Fig. 1: run 1, signal wires on met1
Supply wires on this layer in grey.
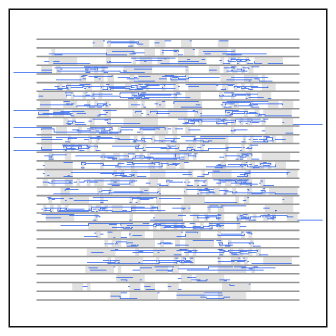
Fig. 2: run 1, placement by cell class
Bar = 20 um.
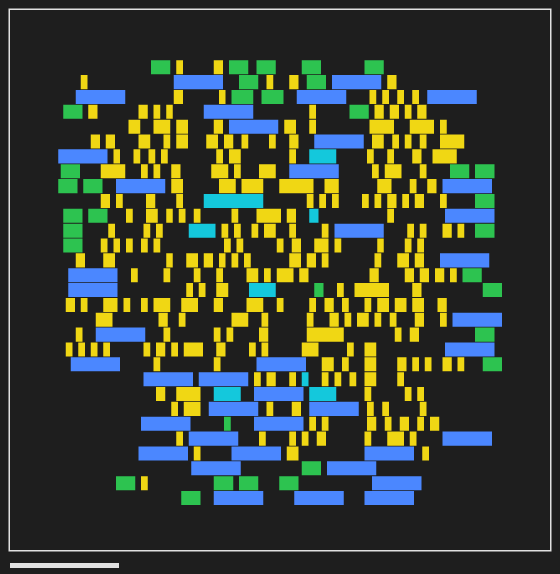
Fig. 3: run 1, cell sizes after repair
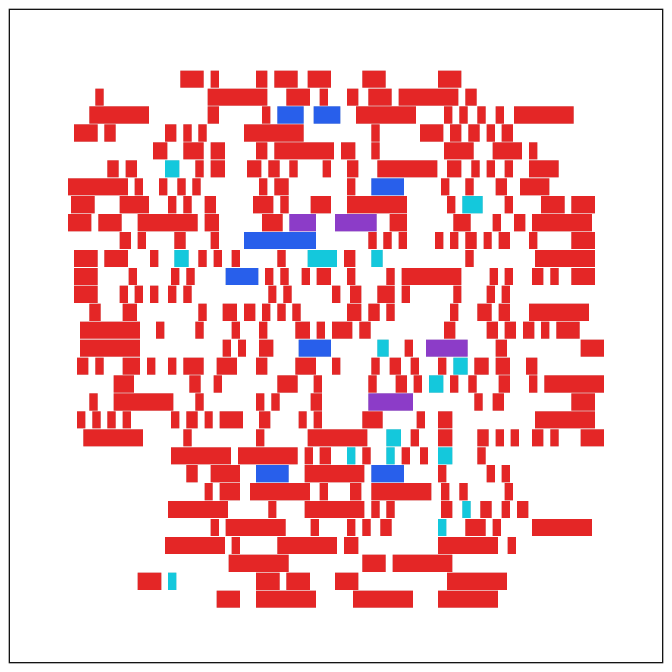
Fig. 4: run 1, clock routing
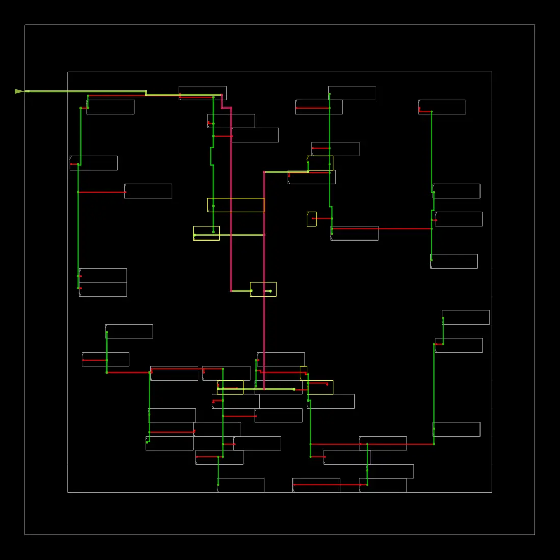
## config.mk

```make
export PLATFORM = sky130hd
export DESIGN_NAME = movimiento_monitor
export DESIGN_NICKNAME = d
export VERILOG_FILES = /design/src/rtl/movimiento_monitor.sv
export SDC_FILE = /design/constraint.sdc
export NUM_CORES = 1
export LEC_CHECK = 0
export ABC_AREA = 1
export CELL_PAD_IN_SITES_DETAIL_PLACEMENT = 1
export CELL_PAD_IN_SITES_GLOBAL_PLACEMENT = 2
export CORE_MARGIN = 8
export CORE_UTILIZATION = 34
export CTS_CLUSTER_SIZE = 10
export DETAILED_ROUTE_END_ITERATION = 8
export GPL_TIMING_DRIVEN = 0
export PLACE_DENSITY = 0.84
export SETUP_SLACK_MARGIN = 0.05
export SYNTH_ARGS = -nofsm -noshare
export SYNTH_HDL_FRONTEND = slang
export SYNTH_SLANG_ARGS = --single-unit
```

## constraint.sdc

```tcl
create_clock -name clk -period 2.6 [get_ports clk]
set_input_delay 0.39 -clock clk [delete_from_list [all_inputs] [get_ports clk]]
set_output_delay 0.39 -clock clk [all_outputs]
set_load 0.005 [all_outputs]
```

## src/rtl/movimiento_monitor.sv

```systemverilog
// Rebuilds the wheelchair movement code from the H-bridge driver pins, with glitch
// filtering, illegal-pattern fault latching and a saturating dwell counter.
module movimiento_monitor #(
    parameter int STABLE_CYCLES = 4,
    parameter int DWELL_W       = 16
) (
    input  logic               clk,
    input  logic               rst,
    input  logic [1:0]         right_in,
    input  logic [1:0]         left_in,
    input  logic               clear_fault,
    output logic [2:0]         estado,
    output logic               estado_valid,
    output logic               change_pulse,
    output logic               fault,
    output logic [1:0]         fault_code,
    output logic [DWELL_W-1:0] dwell
);

    localparam int CNT_W = (STABLE_CYCLES > 1) ? $clog2(STABLE_CYCLES) : 1;
    localparam logic [CNT_W-1:0]   CNT_MAX   = CNT_W'(STABLE_CYCLES - 1);
    localparam logic [DWELL_W-1:0] DWELL_MAX = {DWELL_W{1'b1}};

    typedef enum logic [1:0] {UNKNOWN, TRACK, FAULT} state_t;

    logic [3:0]       sync_a, sync_b, cand;
    logic             primed, cand_vld;
    logic [CNT_W-1:0] cnt;
    logic             stable;

    // The filter ignores the synchronizer for one cycle after reset so the flushed
    // reset value and a fresh pin change see the same acceptance latency.
    always_ff @(posedge clk or posedge rst) begin
        if (rst) begin
            sync_a   <= '0;
            sync_b   <= '0;
            primed   <= 1'b0;
            cand     <= '0;
            cand_vld <= 1'b0;
            cnt      <= '0;
        end else begin
            sync_a <= {right_in, left_in};
            sync_b <= sync_a;
            primed <= 1'b1;
            if (!primed) begin
                cand_vld <= 1'b0;
                cnt      <= '0;
            end else if (!cand_vld || sync_b != cand) begin
                cand     <= sync_b;
                cand_vld <= 1'b1;
                cnt      <= '0;
            end else if (cnt != CNT_MAX) begin
                cnt <= cnt + CNT_W'(1);
            end
        end
    end

    assign stable = cand_vld && (cnt == CNT_MAX);

    logic       legal;
    logic [2:0] code;
    logic [1:0] cause;

    always_comb begin
        legal = 1'b0;
        code  = 3'b000;
        cause = 2'b00;
        if (cand[3:2] == 2'b11 || cand[1:0] == 2'b11) begin
            cause = 2'b01;
        end else begin
            case (cand)
                4'b0000: begin legal = 1'b1; code = 3'b000; end
                4'b0101: begin legal = 1'b1; code = 3'b001; end
                4'b1010: begin legal = 1'b1; code = 3'b010; end
                4'b0110: begin legal = 1'b1; code = 3'b011; end
                4'b1001: begin legal = 1'b1; code = 3'b100; end
                default: cause = 2'b10;
            endcase
        end
    end

    state_t             state, state_n;
    logic [2:0]         estado_n;
    logic               pulse_n;
    logic [1:0]         fault_code_n;
    logic [DWELL_W-1:0] dwell_n;

    always_ff @(posedge clk or posedge rst) begin
        if (rst) begin
            state        <= UNKNOWN;
            estado       <= 3'b000;
            change_pulse <= 1'b0;
            fault_code   <= 2'b00;
            dwell        <= '0;
        end else begin
            state        <= state_n;
            estado       <= estado_n;
            change_pulse <= pulse_n;
            fault_code   <= fault_code_n;
            dwell        <= dwell_n;
        end
    end

    always_comb begin
        state_n      = state;
        estado_n     = estado;
        pulse_n      = 1'b0;
        fault_code_n = fault_code;
        dwell_n      = dwell;
        case (state)
            UNKNOWN: begin
                dwell_n = '0;
                if (stable && legal) begin
                    state_n  = TRACK;
                    estado_n = code;
                    pulse_n  = 1'b1;
                end else if (stable) begin
                    state_n      = FAULT;
                    estado_n     = 3'b111;
                    fault_code_n = cause;
                end
            end
            TRACK: begin
                if (stable && !legal) begin
                    state_n      = FAULT;
                    estado_n     = 3'b111;
                    fault_code_n = cause;
                    dwell_n      = '0;
                end else if (stable && code != estado) begin
                    estado_n = code;
                    pulse_n  = 1'b1;
                    dwell_n  = '0;
                end else if (dwell != DWELL_MAX) begin
                    dwell_n = dwell + DWELL_W'(1);
                end
            end
            FAULT: begin
                dwell_n = '0;
                // First cause stays latched; only a clear on a settled legal pattern exits.
                if (clear_fault && stable && legal) begin
                    state_n      = TRACK;
                    estado_n     = code;
                    pulse_n      = 1'b1;
                    fault_code_n = 2'b00;
                end
            end
            default: state_n = UNKNOWN;
        endcase
    end

    assign estado_valid = (state == TRACK);
    assign fault        = (state == FAULT);

endmodule

```

==> impl_metrics.json, run 1 <==
{
  "worstSetupPathType": "flop to flop",
  "cp.buffers_inverters": 1,
  "clkbuf_count": 6,
  "xor_area_frac": 0.04874,
  "tool_warnings": 29,
  "remaining_drc_errors": 0,
  "post_drt_wl_per_cell_um": 14.84,
  "grt_util_met1": 0.1509,
  "ios": 31,
  "cts_tree": "built",
  "seqPwrFrac": 0.374,
  "mi_logic_area_um2": 1161,
  "switching_power_uw": 809.4,
  "reg2reg_depth": 10,
  "busiest_layer": "met2",
  "use_met2": 0.2417,
  "power_leakage_uw": 0.001326,
  "cts_hold_buf": 0,
  "compound_area_frac": 0.08838,
  "end_kind": "flop",
  "worst_slack_ns": 0.4026,
  "root_buffer": "clkbuf_8",
  "via_count": 2124,
  "hold_start": "sync_a[3]$_DFF_PP0_",
  "pwr-share-comb": 0.390,
  "tap-cell-count": 80,
  "largest_class": "combinational gates",
  "flop_area_um2": 1001,
  "hold_path_class": "flop to flop",
  "ys_cells": 302,
  "numCtsBuffers": 5,
  "synth_nets": 315,
  "crit_start": "dwell[0]$_DFFE_PP0P_",
  "worst_skew_pair.late_latency_ns": 0.29,
  "dieWidth_um": 98.89,
  "drtPass1Iterations": 4,
  "crit_path_max_incr_delay_ns": 0.51,
  "power.group.top": "combinational logic",
  "dpl_worst_slack_ns": 0.3953,
  "syn_area_um2": 2336,
  "postPlaceCellArea_um2": 2736,
  "met2_length_um": 3152,
  "status": "complete, no violations",
  "cap_violations": 0,
  "whs_path_depth": 0,
  "path_delay_family": "simple AND/OR/NAND/NOR gates",
  "syn_avg_cell_area_um2": 7.735,
  "area_leaders": "dfrtp_1 (43%), nand2_1 (12%), inv_1 (5.5%)",
  "flops": 40,
  "clockNetworkAreaShare": 0.03784,
  "io_buffers": 30,
  "rsz0062_at_grt": "false",
  "cts_resized": 0,
  "top_area_cell": "dfrtp_1",
  "antenna_found_initial": 0,
  "ys_area_um2": 2336,
  "cp.required_ns": 2.82,
  "power_frac_clock": 0.236,
  "grtUsageMet3": 0.03030,
  "synth_cell_types": 32,
  "cp-endpoint": "dwell[6]$_DFFE_PP0P_",
  "placedCellCount": 412,
  "ys_seq_share": 0.4285,
  "ant_nets": 0,
  "setup_viol": 0,
  "power_uw": 2130,
  "sh_comb_area": 0.4083
}
About Fig. 1:
longest straight run	37.7 um
nets with wire on the layer	315

About Fig. 2:
colour	class	cells	share of their area
blue	registers	40	36%
yellow	remaining logic cells	258	48%
green	remaining buffers and delay cells	34	12%
cyan	clock drivers and dummy loads	8	3.9%

About Fig. 3:
colour	size	cells
blue	x6 and larger	8
cyan	x2	15
purple	x3 and x4	4
red	x1 and smaller	313

About Fig. 4:
Clock Power: 504 uW
Final Skew: 0.003567 ns
Sink Count: 40

run 1: cell usage after synthesis:
library cell	number
o21bai_4	1
dfrtp_1	40
o21ai_2	1
nand4_1	18
xor2_1	13
conb_1	1
clkbuf_1	1
nor2_2	1
or2_2	1
buf_6	2
nand2_2	4
nand2_1	75
nand3_1	22
o21a_1	1
o21ai_1	6
nand2_4	1
mux2i_1	1
nor3_1	2
or2_1	1
nor4_2	1
inv_1	34
ha_1	6
inv_2	4
buf_2	1
o31ai_1	1
o21bai_1	1
nand3b_1	1
a21oi_1	5
nand3_4	2
o21ai_0	19
o22ai_1	1
nor2_1	34
run 1: sequential cells by signal, indices dropped and copies added (netlist names):
signal / cells
dwell: 16
cand: 4
sync_a: 4
sync_b: 4
estado: 3
cnt: 2
fault_code: 2
state: 2
cand_vld: 1
change_pulse: 1
primed: 1
Fig. 5: run 1, clock wires, drivers and flops
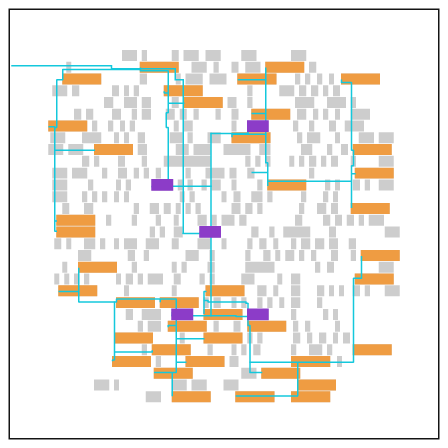

--- run 2 (diff from run 1) ---
CORE_UTILIZATION = 29   (was 34)
PLACE_DENSITY = 0.76   (was 0.84)
clock period = 1.75 ns   (was 2.6 ns; I/O delays follow)
Fig. 6: run 2, clock wires, drivers and flops
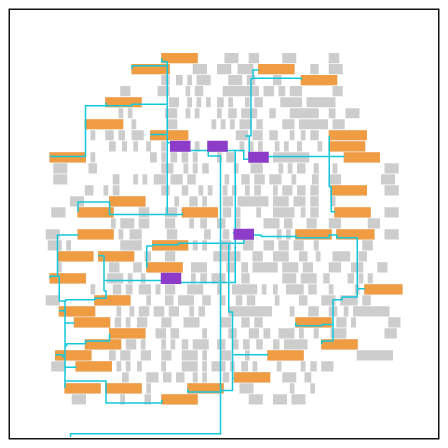
[purple] clock-net drivers | count: 5
[cyan] clock wires | length: 712 um
[orange] flip-flops | count: 40
flops lie	widely spread

Fig. 7: run 2, placement by cell class
Bar = 20 um.
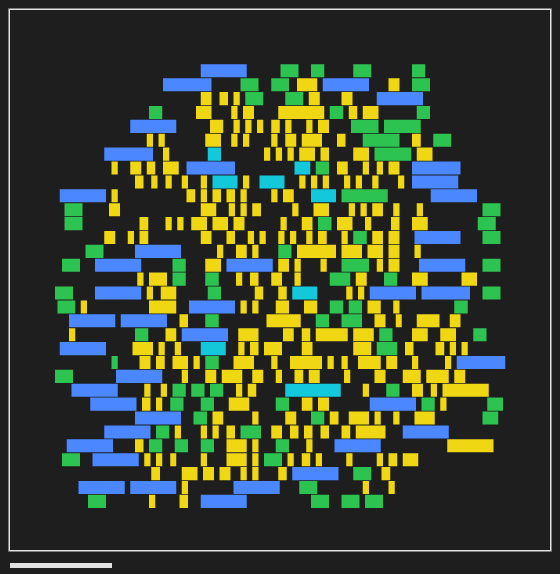
colour	class	cells	share of their area
cyan	clock drivers and dummy loads	8	3.4%
yellow	remaining logic cells	258	45%
green	remaining buffers and delay cells	79	22%
blue	registers	40	29%

==> impl_metrics.json, run 2 <==
{
  "status": "finished, violations left",
  "violations": "setup timing",
  "largest_register": "dwell",
  "cap_violations": 0,
  "edf_count": 0,
  "worst_slack_ns": -0.04865,
  "timing.slew.headroom": 0.4108,
  "whs_path_depth": 0,
  "post_drt_wl_per_cell_um": 15.12,
  "powerClk_uw": 820,
  "tool_warnings": 31,
  "arrival_ns": 2.02,
  "cts_resized": 50,
  "crit_path_max_incr_delay_ns": 0.42,
  "drtPass1Iterations": 4,
  "ios": 31,
  "largest_reg_flops": 16,
  "dieWidth_um": 105.8,
  "io_buffers": 30,
  "remaining_drc_errors": 0,
  "cp.buffers_inverters": 4,
  "fin_skew_ns": 0.01820,
  "syn_area_um2": 2336,
  "dpl_worst_slack_ns": -0.3498,
  "crit_start": "cand[3]$_DFFE_PP0P_",
  "ys_cells": 302,
  "yosys-top-cells-count": "nand2_1 (75), dfrtp_1 (40), inv_1 (34), nor2_1 (34), nand3_1 (22)",
  "root_buffer": "clkbuf_8",
  "power.group.top": "combinational logic",
  "ant_nets": 0,
  "synthFlopType": "dfrtp_1",
  "grt_pass1_vias": 2470,
  "postPlaceCellArea_um2": 2774,
  "numCtsBuffers": 5,
  "synthTopLogicFamily": "simple AND/OR/NAND/NOR gates",
  "initial_core_util": 0.3007,
  "syn2layout_area_growth_pct": 52.33,
  "reg2reg_depth": 13,
  "hold_start": "sync_a[1]$_DFF_PP0_",
  "power_uw": 3941,
  "area_leaders": "dfrtp_1 (43%), nand2_1 (12%), inv_1 (5.5%)",
  "synth_nets": 315,
  "dieArea_um2": 11180,
  "end_kind": "flop",
  "fin_tns_setup_ns": -0.3489,
  "cts.sinks": 40,
  "antenna_found_initial": 0,
  "rsz0062_at_grt": "true",
  "ys_seq_share": 0.4285,
  "async_reset_ff_frac": 1.000,
  "synth_cell_types": 32,
  "compound_area_frac": 0.08838,
  "switching_power_uw": 1598,
  "power_frac_clock": 0.208,
  "top_area_cell": "dfrtp_1",
  "worstSetupPathType": "flop to flop",
  "hold_path_class": "flop to flop",
  "worst_skew_pair.late_latency_ns": 0.31,
  "syn_avg_cell_area_um2": 7.735,
  "via_count": 2304,
  "worstHoldEndpoint": "sync_b[1]$_DFF_PP0_",
  "drive_gt1_frac": 0.3481,
  "cts_hold_buf": 0,
  "top_cell": "nand2_1",
  "path_delay_family": "simple AND/OR/NAND/NOR gates",
  "path_clk_slew_ns": 0.10,
  "power_leakage_uw": 0.001659,
  "pwr-share-comb": 0.491,
  "setup_viol": 13,
  "cp-endpoint": "dwell[2]$_DFFE_PP0P_",
  "cts_tree": "built",
  "combinationalPower_uw": 1940,
  "cp.required_ns": 1.97,
  "xor_area_frac": 0.04874,
  "seqPwrFrac": 0.300,
  "htreeDepth": 2,
  "ys_area_um2": 2336
}
-- run 2: area by class of cell --
type	instances	area [um2]
Tap cell	102	127.6
Inverter	38	151.4
Clock inverter	3	46.29
Multi-Input combinational cell	220	1409
Clock buffer	5	68.82
Sequential cell	40	1008
Timing Repair Buffer	75	693.2
Fill cell	940	4209
Buffer	4	53.80
-- run 2: per-stage QoR --
step	hold WS, ns	util	cells
2_1_floorplan	0.2939	-	302
3_3_place_gp	0.3321	0.3571	434
3_5_place_dp	0.3363	0.3571	434
4_1_cts	0.3593	0.4285	477
5_1_grt	0.3645	0.4581	487
6_report	0.3553	0.4581	487
-- run 2: per-layer routing --
metal  up-vias  wire, um  GRT usage
li1       1140         -          -
met1      1121      3449     0.1739
met2        38      3517     0.2087
met3         5       296    0.03167
met4         0       101    0.05126
met5         -         0          0
No activity file was given, so power comes from the tool's default toggle rates.
